--- src/rtl/rs232_rx_byte_pkg.sv ---
// -----------------------------------------------------------------------------
// rs232_rx_byte_pkg
// Shared constants and the receiver state encoding for the RS-232 byte
// receiver. No ports; imported by rs232_rx_byte.
// -----------------------------------------------------------------------------
package rs232_rx_byte_pkg;

  // System clock and line rate that the default bit period is derived from.
  localparam int CLK_HZ               = 50_000_000;
  localparam int BAUD_RATE            = 115_200;
  localparam int DEFAULT_CLKS_PER_BIT = CLK_HZ / BAUD_RATE;  // 434

  // Receiver states.
  typedef enum logic [2:0] {
    ST_IDLE      = 3'd0,
    ST_START     = 3'd1,
    ST_DATA      = 3'd2,
    ST_STOP      = 3'd3,
    ST_WAIT_HIGH = 3'd4
  } rx_state_t;

endpackage

--- src/rtl/rs232_rx_byte_sync_2ff.sv ---
// -----------------------------------------------------------------------------
// rs232_rx_byte_sync_2ff
// Two-flop synchronizer for a single asynchronous input bit. Both stages
// reset to RESET_VAL so an idle-high line does not look like activity
// straight out of reset.
//   clk    : destination clock
//   rst_n  : asynchronous active-low reset
//   d      : asynchronous input
//   q      : synchronized output (two clk edges of latency)
// -----------------------------------------------------------------------------
module rs232_rx_byte_sync_2ff #(
  parameter logic RESET_VAL = 1'b1
) (
  input  logic clk,
  input  logic rst_n,
  input  logic d,
  output logic q
);

  logic meta_r;
  logic sync_r;

  // Two-stage capture of the asynchronous input.
  always_ff @(posedge clk or negedge rst_n) begin
    if (!rst_n) begin
      meta_r <= RESET_VAL;
      sync_r <= RESET_VAL;
    end else begin
      meta_r <= d;
      sync_r <= meta_r;
    end
  end

  assign q = sync_r;

endmodule

--- src/rtl/rs232_rx_byte.sv ---
// -----------------------------------------------------------------------------
// rs232_rx_byte
// UART 8N1 receive front end. Oversamples iRXD, samples each bit at its
// middle, and presents each good byte with a one-cycle oVALID pulse. A low
// stop bit gives a one-cycle oFRAME_ERR pulse, discards the byte and waits
// for the line to return high before hunting for the next start bit.
//   iCLK       : system clock (50 MHz), rising edge
//   iNRST      : asynchronous active-low reset
//   iRXD       : serial line, idle high, asynchronous
//   oDATA      : last correctly received byte, LSB = first data bit
//   oVALID     : one-cycle pulse, oDATA updated this cycle
//   oFRAME_ERR : one-cycle pulse, stop bit sampled low
//   oBUSY      : high whenever the receiver is not idle
// -----------------------------------------------------------------------------
module rs232_rx_byte
  import rs232_rx_byte_pkg::*;
#(
  parameter int CLKS_PER_BIT = DEFAULT_CLKS_PER_BIT
) (
  input  logic       iCLK,
  input  logic       iNRST,
  input  logic       iRXD,
  output logic [7:0] oDATA,
  output logic       oVALID,
  output logic       oFRAME_ERR,
  output logic       oBUSY
);

  localparam int              CNT_W    = $clog2(CLKS_PER_BIT);
  // Count reached in START when we are at the middle of the start bit.
  localparam logic [CNT_W-1:0] HALF_CNT = CNT_W'((CLKS_PER_BIT - 1) / 2);
  localparam logic [CNT_W-1:0] LAST_CNT = CNT_W'(CLKS_PER_BIT - 1);

  logic             rx_s;
  rx_state_t        state_r;
  logic [CNT_W-1:0] cnt_r;
  logic [2:0]       idx_r;
  logic [7:0]       shift_r;
  logic [7:0]       data_r;
  logic             valid_r;
  logic             ferr_r;
  logic             busy_r;

  rs232_rx_byte_sync_2ff #(
    .RESET_VAL (1'b1)
  ) u_sync_rxd (
    .clk   (iCLK),
    .rst_n (iNRST),
    .d     (iRXD),
    .q     (rx_s)
  );

  // Receiver FSM with bit timing, shift register and registered outputs.
  always_ff @(posedge iCLK or negedge iNRST) begin
    if (!iNRST) begin
      state_r <= ST_IDLE;
      cnt_r   <= {CNT_W{1'b0}};
      idx_r   <= 3'd0;
      shift_r <= 8'h00;
      data_r  <= 8'h00;
      valid_r <= 1'b0;
      ferr_r  <= 1'b0;
      busy_r  <= 1'b0;
    end else begin
      valid_r <= 1'b0;
      ferr_r  <= 1'b0;
      case (state_r)
        ST_IDLE: begin
          if (!rx_s) begin
            state_r <= ST_START;
            cnt_r   <= {CNT_W{1'b0}};
            busy_r  <= 1'b1;
          end
        end

        ST_START: begin
          if (cnt_r != HALF_CNT) begin
            cnt_r <= cnt_r + CNT_W'(1);
          end else if (!rx_s) begin
            // Still low at mid start bit: a real frame.
            state_r <= ST_DATA;
            cnt_r   <= {CNT_W{1'b0}};
            idx_r   <= 3'd0;
          end else begin
            // Line back high before mid start bit: treat as a glitch.
            state_r <= ST_IDLE;
            cnt_r   <= {CNT_W{1'b0}};
            busy_r  <= 1'b0;
          end
        end

        ST_DATA: begin
          if (cnt_r != LAST_CNT) begin
            cnt_r <= cnt_r + CNT_W'(1);
          end else begin
            cnt_r   <= {CNT_W{1'b0}};
            // LSB arrives first, so shift right and insert at the MSB.
            shift_r <= {rx_s, shift_r[7:1]};
            if (idx_r == 3'd7) begin
              state_r <= ST_STOP;
            end else begin
              idx_r <= idx_r + 3'd1;
            end
          end
        end

        ST_STOP: begin
          if (cnt_r != LAST_CNT) begin
            cnt_r <= cnt_r + CNT_W'(1);
          end else begin
            cnt_r <= {CNT_W{1'b0}};
            if (rx_s) begin
              data_r  <= shift_r;
              valid_r <= 1'b1;
              state_r <= ST_IDLE;
              busy_r  <= 1'b0;
            end else begin
              ferr_r  <= 1'b1;
              state_r <= ST_WAIT_HIGH;
            end
          end
        end

        // A held-low line (break) must not decode as repeated 0x00 bytes.
        ST_WAIT_HIGH: begin
          if (rx_s) begin
            state_r <= ST_IDLE;
            busy_r  <= 1'b0;
          end
        end

        default: begin
          state_r <= ST_IDLE;
          cnt_r   <= {CNT_W{1'b0}};
          busy_r  <= 1'b0;
        end
      endcase
    end
  end

  assign oDATA      = data_r;
  assign oVALID     = valid_r;
  assign oFRAME_ERR = ferr_r;
  assign oBUSY      = busy_r;

endmodule

--- config.mk ---
export PLATFORM = sky130hd
export DESIGN_NAME = rs232_rx_byte
export DESIGN_NICKNAME = d
export VERILOG_FILES = /design/src/rtl/rs232_rx_byte_pkg.sv /design/src/rtl/rs232_rx_byte_sync_2ff.sv /design/src/rtl/rs232_rx_byte.sv
export SDC_FILE = /design/constraint.sdc
export NUM_CORES = 1
export LEC_CHECK = 0
export CORE_MARGIN = 5
export CORE_UTILIZATION = 57
export CTS_BUF_LIST = sky130_fd_sc_hd__clkbuf_16
export CTS_CLUSTER_DIAMETER = 200
export CTS_CLUSTER_SIZE = 20
export DETAILED_ROUTE_END_ITERATION = 10
export GPL_TIMING_DRIVEN = 0
export PLACE_DENSITY = 0.78
export RECOVER_POWER = 50
export REMOVE_ABC_BUFFERS = 1
export SLEW_MARGIN = 25
export SYNTH_ARGS = -nofsm -noshare
export SYNTH_HDL_FRONTEND = slang
export SYNTH_SLANG_ARGS = --single-unit
--- constraint.sdc ---
create_clock -name iCLK -period 2.4 [get_ports iCLK]
set_input_delay 0.48 -clock iCLK [delete_from_list [all_inputs] [get_ports iCLK]]
set_output_delay 0.48 -clock iCLK [all_outputs]
set_load 0.02 [all_outputs]
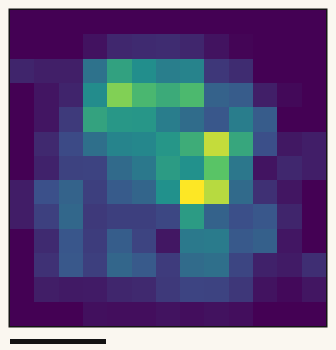
Fig. 1. Wire density map (run 1).
Bar = 20 um. 13 x 13 tiles, from dark purple (low) to yellow (high), scaled to the fullest tile. Values are wire area over tile area, all layers added.
densest ninth of the die	center
tiles over half the peak	11%
emptiest ninth of the die	north-east

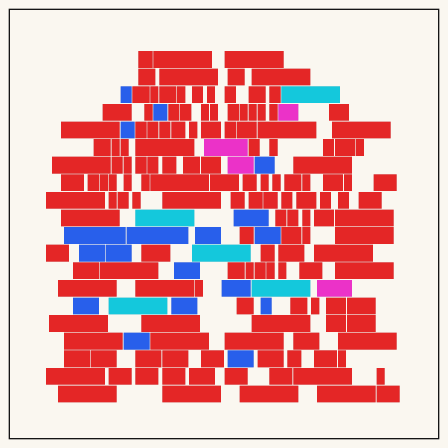
Fig. 2. Cells by drive strength (run 1).
size	color	cells
x6 and larger	cyan	5
x3 and x4	magenta	4
x2	blue	18
x1 and smaller	red	151

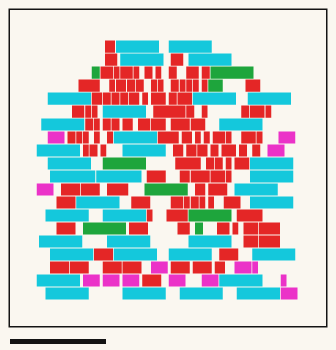
Fig. 3. Cell classes on the final placement (run 1).
Bar = 20 um.
class	color	cells	share of their area
remaining logic cells	red	120	42%
clock drivers and dummy loads	green	8	7.1%
remaining buffers and delay cells	magenta	14	6.3%
sequential cells	cyan	36	45%

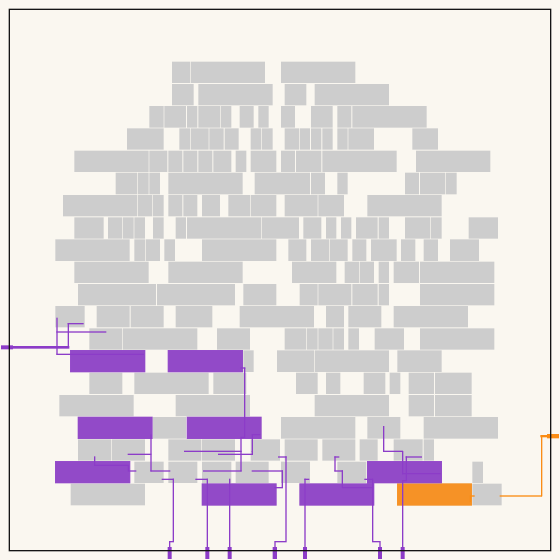
Fig. 4. Port wiring (run 1).
port	color	bits	direction	edge	end cells	buffers	wire
oDATA	purple	8	output	7 south, 1 west	8	8	183 um
oVALID	orange	1	output	east	1	1	14.2 um

==> git commit body, run 1 <==
Add synthesis and place-and-route results

- Status: finished, final reports clean
- The net count of the finished layout is 185.
* Floorplan Core Area: 0.00303 mm^2
- Looking at the VDD voltage map, the peak drop is 0.000462 V.
- The synthesized netlist contains 50 unique library cells.
* Count of non-CTS buffers in the layout: 14
- The final route contains 1,302 vias.
- Setup repair after global routing left no endpoint under its margin.
* Final count of pins violating max slew: 0
- Register fraction of the total cell area: 43.4%
- The cell type that accounts for the most area after synthesis is dfrtp_1.
* Startpoint types: flip-flop
* Die extent in x: 66.1 um
- Min setup slack post-route: 0.255 ns
- Via count of the first global-routing pass: 1,301
- Class of the most critical setup path: reg -> reg
- Reg-to-reg setup timing slack: 0.26 ns
* Number of flip-flops in the largest register: 9
* Shortest period the worst path allows: 2.14 ns
- The global routing report lists combined usage of all routing layers as 18.6%.
- Register with the most flip-flops: cnt_r
* Part of the cycle the worst path needs: 89.4%
- Setup clock skew after layout: 0.00435 ns
- Per the layout area report, the combinational gate area comes to 827 um^2.
* Clock tree cell share of total cell area: 6.92%
* DRC marker count from the first detailed-route iteration: 110
- The worst pin sits at a relative slew slack of 19.6%.
- In the finished layout, the clock tree contains a buffer count of 5.
- The launch point of the critical path was reported as cnt_r[1].
* Sw power: 257 uW
* Leading post-synthesis cells by cell area: dfrtp_1 47%, mux2_1 5.0%, mux2_2 5.0%, nand2_1 3.8%, ha_1 3.5%
* Area share of and/or/nand/nor cells after synthesis: 18.0%
* Count of placed standard cells in the final layout, fillers left out: 222
- Once the clock tree was built, the resizer swapped 0 gates to a different size.
- Adder Share, Synth: 3.48%
- Mux cell area share after synthesis: 11.4%
* Combinational cell power: 15.0 uW
- Internal power: 995 uW
- Most used flip-flop cell: dfrtp_1
* Layout-stage area growth over the synthesis result: 15.8%
- The report puts the hold buffer count at CTS at 0.
- The report lists the number of standard-cell rows as 20.
* Required arrival time at the worst endpoint: 2.56 ns
- Yosys warnings: 0
- In the per-layer breakdown of the detailed-route log, met1 shows 1.44 mm.
- The number of cells reported by Yosys stat comes to 163.
- In this run the static leakage power is 0.000960 uW.
- Final weighted congestion of routability-driven global placement: 0.782
- Largest Pwr Group: the clock network
* TAP cells: 44
- FMAX: 0.466 GHz
- Post-Route WL: 3.49 mm
- Total half-perimeter wirelength after legalization and detailed placement: 2.33 mm
* OpenROAD warnings: 27
- Across the run, the number of max-cap violations was 0.
- The detailed router used layers up to and including met4.
- Fraction of standard cell area in multi-input logic: 39.8%
- The H-tree was split into 2 levels.
* Die y size: 66.1 um
- Nets still carrying antenna violations after routing amount to 0.
- In this run the critical path is formed by inv_1 -> ha_1 -> and2_0 -> and3_4 -> and3_1 -> mux2_1.
* Tightest Hold Check Type: in -> async
* Drt via density: 5.86
- Counting instances in the post-synthesis netlist gives the leading cell types as 34 x dfrtp_1, 18 x nand2_1, 12 x o21ai_0.
- The slowest stage of the critical path belongs to the cell and3_1.
- Counting along the longest clock path gives a buffer depth of 2.
* Largest family of logic cells by area: simple AND/OR/NAND/NOR gates
- Sequential cell area: 903 um^2
- Most frequent cell after synthesis: dfrtp_1
- For met2 alone, demand over resource in global routing was 32.2%.
- Fraction of synthesis flops using an asynchronous set or reset pin: 100%
* Number of antenna violations at the first check in global routing: 0
- Cell area after placement: 0.00196 mm^2
- Per report_power, the sequential group accounts for 49.0% of the total.
- Most common logic cells in the final layout: 34 x dfrtp_1, 18 x nand2_1, 12 x o21ai_0
* Worst-skew pair later-pin latency: 0.28 ns
* Clock net power: 624 uW
- The startpoint identified for the worst register-to-register timing path is cnt_r[1].
- Per the CTS log, the root buffer master is clkbuf_16.
* Nonclk inv count: 6
- Number of cells on the critical path: 6
- Most used logic cell in the final layout: dfrtp_1
==> inputs of run 2 (changes only) <==
--- a/config.mk
+++ b/config.mk
@@ -5,6 +5,7 @@
 export SDC_FILE = /design/constraint.sdc
 export NUM_CORES = 1
 export LEC_CHECK = 0
+export CORE_ASPECT_RATIO = 0.9
 export CORE_MARGIN = 5
 export CORE_UTILIZATION = 57
 export CTS_BUF_LIST = sky130_fd_sc_hd__clkbuf_16
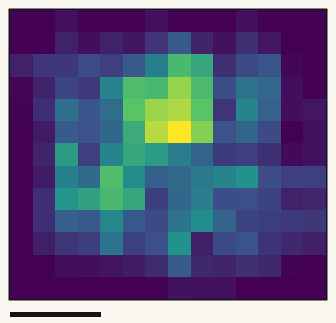
Fig. 5. Wire density map (run 2).
Bar = 20 um. 14 x 13 tiles, from dark purple (low) to yellow (high), scaled to the fullest tile. Values are wire area over tile area, all layers added.
tiles over half the peak	13%
densest ninth of the die	center
fullest tile	0.59

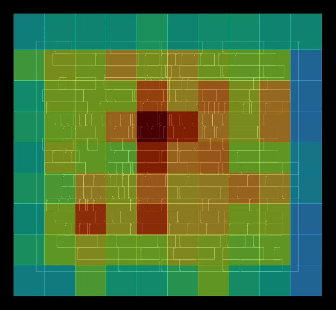
Fig. 6. Routing congestion map (run 2).
post-route core utilization: 68.9%
met2 GRT Util: 28.8%
Global Route Usage Sum: 17.7%
met3 track utilization from global routing: 6.84%

==> git commit body, run 2 <==
Add synthesis and place-and-route results

- Per the synth stats, the flop cell with the highest instance count is dfrtp_1.
- Worst R2R Start: cnt_r[1]
* Arrival time reported for the critical path endpoint: 2.33 ns
* Maximum vdd drop: 0.000407 V (-12%)
- The final layout reports a setup TNS of 0 ns.
* Hold Worst Slack: 0.294 ns
- Adder Share, Synth: 3.48% (unchanged)
* Count of nets left with antenna violations after detail routing: 0 (unchanged)
- Required arrival time at the worst endpoint: 2.55 ns (about the same)
* Reg-to-reg setup timing slack: 0.22 ns (-0.04 ns)
* Yosys warnings: 0 (unchanged)
* Register with the most flip-flops: cnt_r
- In the post-synthesis netlist, the biggest area contributors are dfrtp_1 47%, mux2_1 5.0%, mux2_2 5.0%, nand2_1 3.8%, ha_1 3.5%.
- The top achievable clock speed is 0.458 GHz (-1.8%).
* Register fraction of the total cell area: 43.1% (-0.36 points)
- The number of well taps came to 42 (-4.5%).
- Final count of pins violating max slew: 0 (unchanged)
- Fraction of synthesis flops using an asynchronous set or reset pin: 100% (unchanged)
- The power attributed to combinational cells was 15.7 uW (+5%).
* Status: finished, final reports clean
* Clock power frac: 53.2%
- The depth of the critical timing path with buffers and inverters included came to 6 (unchanged).
* Worst rel slew slack: 29.6% (+10 points)
* Clock net power: 714 uW (+14%)
- Among logic cells in the layout, the one with the most instances is dfrtp_1.
- Number of clock buffers in the layout: 5 (unchanged)
- The final instance count without filler cells was 220 (-0.90%).
- Max-cap check violation count: 0 (unchanged)
* Count of non-CTS buffers in the layout: 14 (unchanged)
- Area share of and/or/nand/nor cells after synthesis: 18.0% (unchanged)
- The post-DP HPWL was 2.45 mm (+5.2%).
- The met1 wire length came to 1.56 mm (+8.3%).
- Post-CTS resize count: 0 (unchanged)
- Setup clock skew after layout: 0.00528 ns (+0.000934 ns)
* Post-Route WL: 3.56 mm (+2.1%)
- The cell area after placement is 0.00196 mm^2 (-0.13%).
- Highest-delay cell along the critical path: and3_1
* RSZ-0062 raised after global routing: false
- Internal power: 1100 uW (+10%)
* Fraction of standard cell area in multi-input logic: 39.4% (-0.33 points)
- For this run, the register share of the synthesized area comes to 50.3%.
- Flip-flop and latch count after synthesis: 36
* Sequential cell area: 903 um^2 (unchanged)
* DRC marker count from the first detailed-route iteration: 94 (-15%)
- Maximum fanout along the worst path: 9
* Class of the most critical setup path: reg -> reg
- Worst-skew pair later-pin latency: 0.28 ns (about the same)
- Sequential power share: 45.7% (-3.3 points)
* Die extent in x: 69.2 um (+4.6%)
- The mux cell area share after synthesis is 11.4% (unchanged).
* Cells along the critical path: inv_1 -> ha_1 -> and2_0 -> and3_1 -> and3_1 -> mux2_1
- The setup slack of the critical path after layout is 0.217 ns (-0.0383 ns).
- The path class of the tightest hold or removal check is in -> async.
- Via count of the first global-routing pass: 1,330 (+2.2%)
- During I/O placement, the number of pins put on the boundary was 14.
- Drt via density: 5.98 (+2.0%)
- The placeable core region is 0.00304 mm^2 (+0.50%).
- The synthesis stats list as the most numerous cell dfrtp_1.
- Leakage power: 0.000974 uW (+1.5%)
- The total number of H-tree levels was 2 (unchanged).
- The launch point of the critical path was reported as cnt_r[1].
* Largest family of logic cells by area: simple AND/OR/NAND/NOR gates
- Signal nets in the final route climb as high as met4.
* Number of flip-flops in the largest register: 9 (unchanged)
- The script reports the combined buffer and inverter count of the critical path as 1.
- Largest area contributor in the synthesized netlist: dfrtp_1
* Number of nets in the final layout: 185 (unchanged)
* CTS max path bufs: 2 (unchanged)
- The count of hold buffers inserted by post-cts repair was 0 (unchanged).
- Gate Area: 827 um^2 (unchanged)
* Number of standard cells after synthesis: 163
* Routed via count: 1,316 (+1.1%)
- The inverter tally of the final layout excluding the clock network came to 6 (unchanged).
* Number of antenna violations at the first check in global routing: 0 (unchanged)
- Clock tree cell share of total cell area: 7.82% (+0.90 points)
- The count of distinct cell types in the synthesized netlist was 50 (unchanged).
- Die y size: 63.2 um (-4.4%)
- In the power breakdown, the biggest contributor is the clock network.
- The number of warnings in the stage logs was 27 (unchanged).
- Sw power: 246 uW (-4.2%)
* Commonest cells in the synthesized netlist: 34 x dfrtp_1, 18 x nand2_1, 12 x o21ai_0
- The area growth from synthesis to layout is 16.8%.
- Final weighted congestion of routability-driven global placement: 0.868 (+11%)
- Most common logic cells in the final layout: 34 x dfrtp_1, 18 x nand2_1, 12 x o21ai_0
- The time the worst path needs with I/O delays and setup is 2.18 ns (+0.0383 ns).
- R2R depth: 6
- Per the post-synthesis stats, the area per cell is 11.0 um^2.
* Ys cells: 163 (unchanged)
* Number of placement rows: 19 (-5.0%)
==> inputs of run 3 (changes only) <==
--- a/config.mk
+++ b/config.mk
@@ -15,7 +15,6 @@
 export GPL_TIMING_DRIVEN = 0
 export PLACE_DENSITY = 0.78
 export RECOVER_POWER = 50
-export REMOVE_ABC_BUFFERS = 1
 export SLEW_MARGIN = 25
 export SYNTH_ARGS = -nofsm -noshare
 export SYNTH_HDL_FRONTEND = slang
==> constraint.sdc (replaced) <==
create_clock -name iCLK -period 2.3 [get_ports iCLK]
set_input_delay 0.46 -clock iCLK [delete_from_list [all_inputs] [get_ports iCLK]]
set_output_delay 0.46 -clock iCLK [all_outputs]
set_load 0.02 [all_outputs]
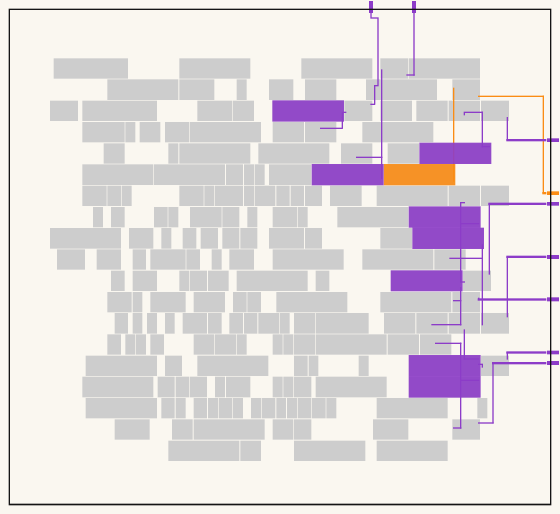
Fig. 7. Port wiring (run 3).
port	color	bits	direction	edge	end cells	buffers	wire
oDATA	purple	8	output	6 east, 2 north	8	8	181 um
oVALID	orange	1	output	east	1	1	32.8 um

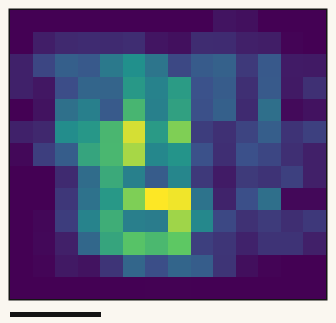
Fig. 8. Wire density map (run 3).
Bar = 20 um. 14 x 13 tiles, from dark purple (low) to yellow (high), scaled to the fullest tile. Values are wire area over tile area, all layers added.
emptiest ninth of the die	south-east
fullest tile	0.58
densest ninth of the die	center

==> git commit body, run 3 <==
Add synthesis and place-and-route results

- Shortest period the worst path allows: 2.05 ns (-0.134 ns)
* Die extent in x: 69.2 um (unchanged)
- Mux cell area share after synthesis: 11.4% (unchanged)
* Number of flip-flops in the largest register: 9 (unchanged)
* Cells along the critical path: inv_1 -> ha_1 -> and4b_2 -> a31oi_1 -> nor2_2 -> o211ai_1
- The area occupied by multi-input gates is 822 um^2 (-0.61%).
- The global routing met3 resource utilization was 5.56% (-1.3 points).
* Floorplan Core Area: 0.00304 mm^2 (unchanged)
* Flip-flops: 36
* Top-level I/O count: 14 (unchanged)
- By instance count after routing, the leading logic cell type is dfrtp_1.
- Drt via density: 5.96 (-0.36%)
- Flip-flop and latch count after synthesis: 36 (unchanged)
- Post-route core utilization: 69.6% (+0.70 points)
- The library cells used most frequently in the layout, excluding fill and tap cells, are 34 x dfrtp_1, 18 x nand2_1, 12 x o21ai_0.
- The total negative slack is 0 ns (unchanged).
- By count the netlist is led by 34 x dfrtp_1, 18 x nand2_1, 12 x o21ai_0.
- Maximum vdd drop: 0.000385 V (-5.3%)
* Met2 GRT Util: 28.5% (-0.36 points)
* Via count of the first global-routing pass: 1,370 (+3.0%)
* Number of standard cells after synthesis: 163 (unchanged)
- Register fraction of the total cell area: 42.6% (-0.43 points)
* Maximum fanout along the worst path: 8 (-1)
- Required arrival time at the worst endpoint: 2.49 ns (-0.06 ns)
- Number of clock buffers in the layout: 5 (unchanged)
* Metal1 wirelength: 1.51 mm (-3.5%)
* Status: finished, final reports clean
- Per the run report, area growth between synthesis and finish was 18.0%.
* Number of placement rows: 19 (unchanged)
- The number of standard cells reported by yosys was 163 (unchanged).
- Clock power frac: 49.0% (-4.2 points)
- Worst rel slew slack: 25.0% (-4.6 points)
- In the post-synthesis netlist, the biggest area contributors are dfrtp_1 47%, mux2_1 5.0%, mux2_2 5.0%, nand2_1 3.8%, ha_1 3.5%.
- Largest area contributor in the synthesized netlist: dfrtp_1
* RSZ-0062 raised after global routing: false
* CTS max path bufs: 2 (unchanged)
* Number of antenna violations at the first check in global routing: 0 (unchanged)
- The net total in the final layout came to 192 (+3.8%).
- The arrival time of data at the critical path endpoint came to 2.23 ns (-0.10 ns).
- Hold Worst Slack: 0.143 ns (-0.151 ns)
* Clock net power: 634 uW (-11%)
- The die height was 63.2 um (unchanged).
* Min setup slack post-route: 0.251 ns (+0.0340 ns)
- The number of pins exceeding their max-slew limit in the final report is 0 (unchanged).
- Max-cap check violation count: 0 (unchanged)
- Area share of and/or/nand/nor cells after synthesis: 18.0% (unchanged)
- Post-Route WL: 3.48 mm (-2.3%)
- Total number of H-tree levels: 2 (unchanged)
* Most used flip-flop cell: dfrtp_1
- Reg-to-reg setup timing slack: 0.25 ns (+0.03 ns)
- Class of the most critical setup path: reg -> reg
* Sequential power share: 49.3% (+3.6 points)
- Highest layer used for signal routing: met4
- The count of hold buffers inserted by post-cts repair is 0 (unchanged).
* Buffer and inverter count on the worst path: 1 (unchanged)
- The number of well taps is 42 (unchanged).
- The area taken by flip-flops and latches is 903 um^2 (unchanged).
- Yosys warnings: 0 (unchanged)
- Clock tree cell share of total cell area: 6.62% (-1.2 points)
- R2R depth: 6 (unchanged)
* Largest Pwr Group: registers
* Most frequent cell after synthesis: dfrtp_1
- The initial detailed-routing violation count came to 58 (-38%).
* Number of cells on the critical path: 6 (unchanged)
- Startpoint of the worst setup timing path: cnt_r[0]
- Count of non-CTS buffers in the layout: 21 (+7)
- The min-delay analysis places its worst path in the category in -> async.
- The number of vias after detailed routing is 1,353 (+2.8%).
* Post-CTS resize count: 0 (unchanged)
- The cell area after placement came to 0.00199 mm^2 (+1.8%).
* FMAX: 0.488 GHz (+6.5%)
- Combinational cell power: 20.7 uW (+32%)
- The power spent charging and discharging nets came to 258 uW (+4.6%).
* Register with the most flip-flops: cnt_r
- The inverter tally of the final layout excluding the clock network came to 6 (unchanged).
* Global Route Usage Sum: 18.1% (+0.40 points)
* Count of placed standard cells in the final layout, fillers left out: 227 (+3.2%)
- The cell internal power dissipation was 1030 uW (-5.7%).
* Count of nets left with antenna violations after detail routing: 0 (unchanged)
- Sequential element share of the synthesized area: 50.3% (unchanged)
* Highest-delay cell along the critical path: a31oi_1
- The share of flip-flops with an asynchronous set or reset was 100% (unchanged).
No activity file was given, so power comes from the tool's default toggle rates.
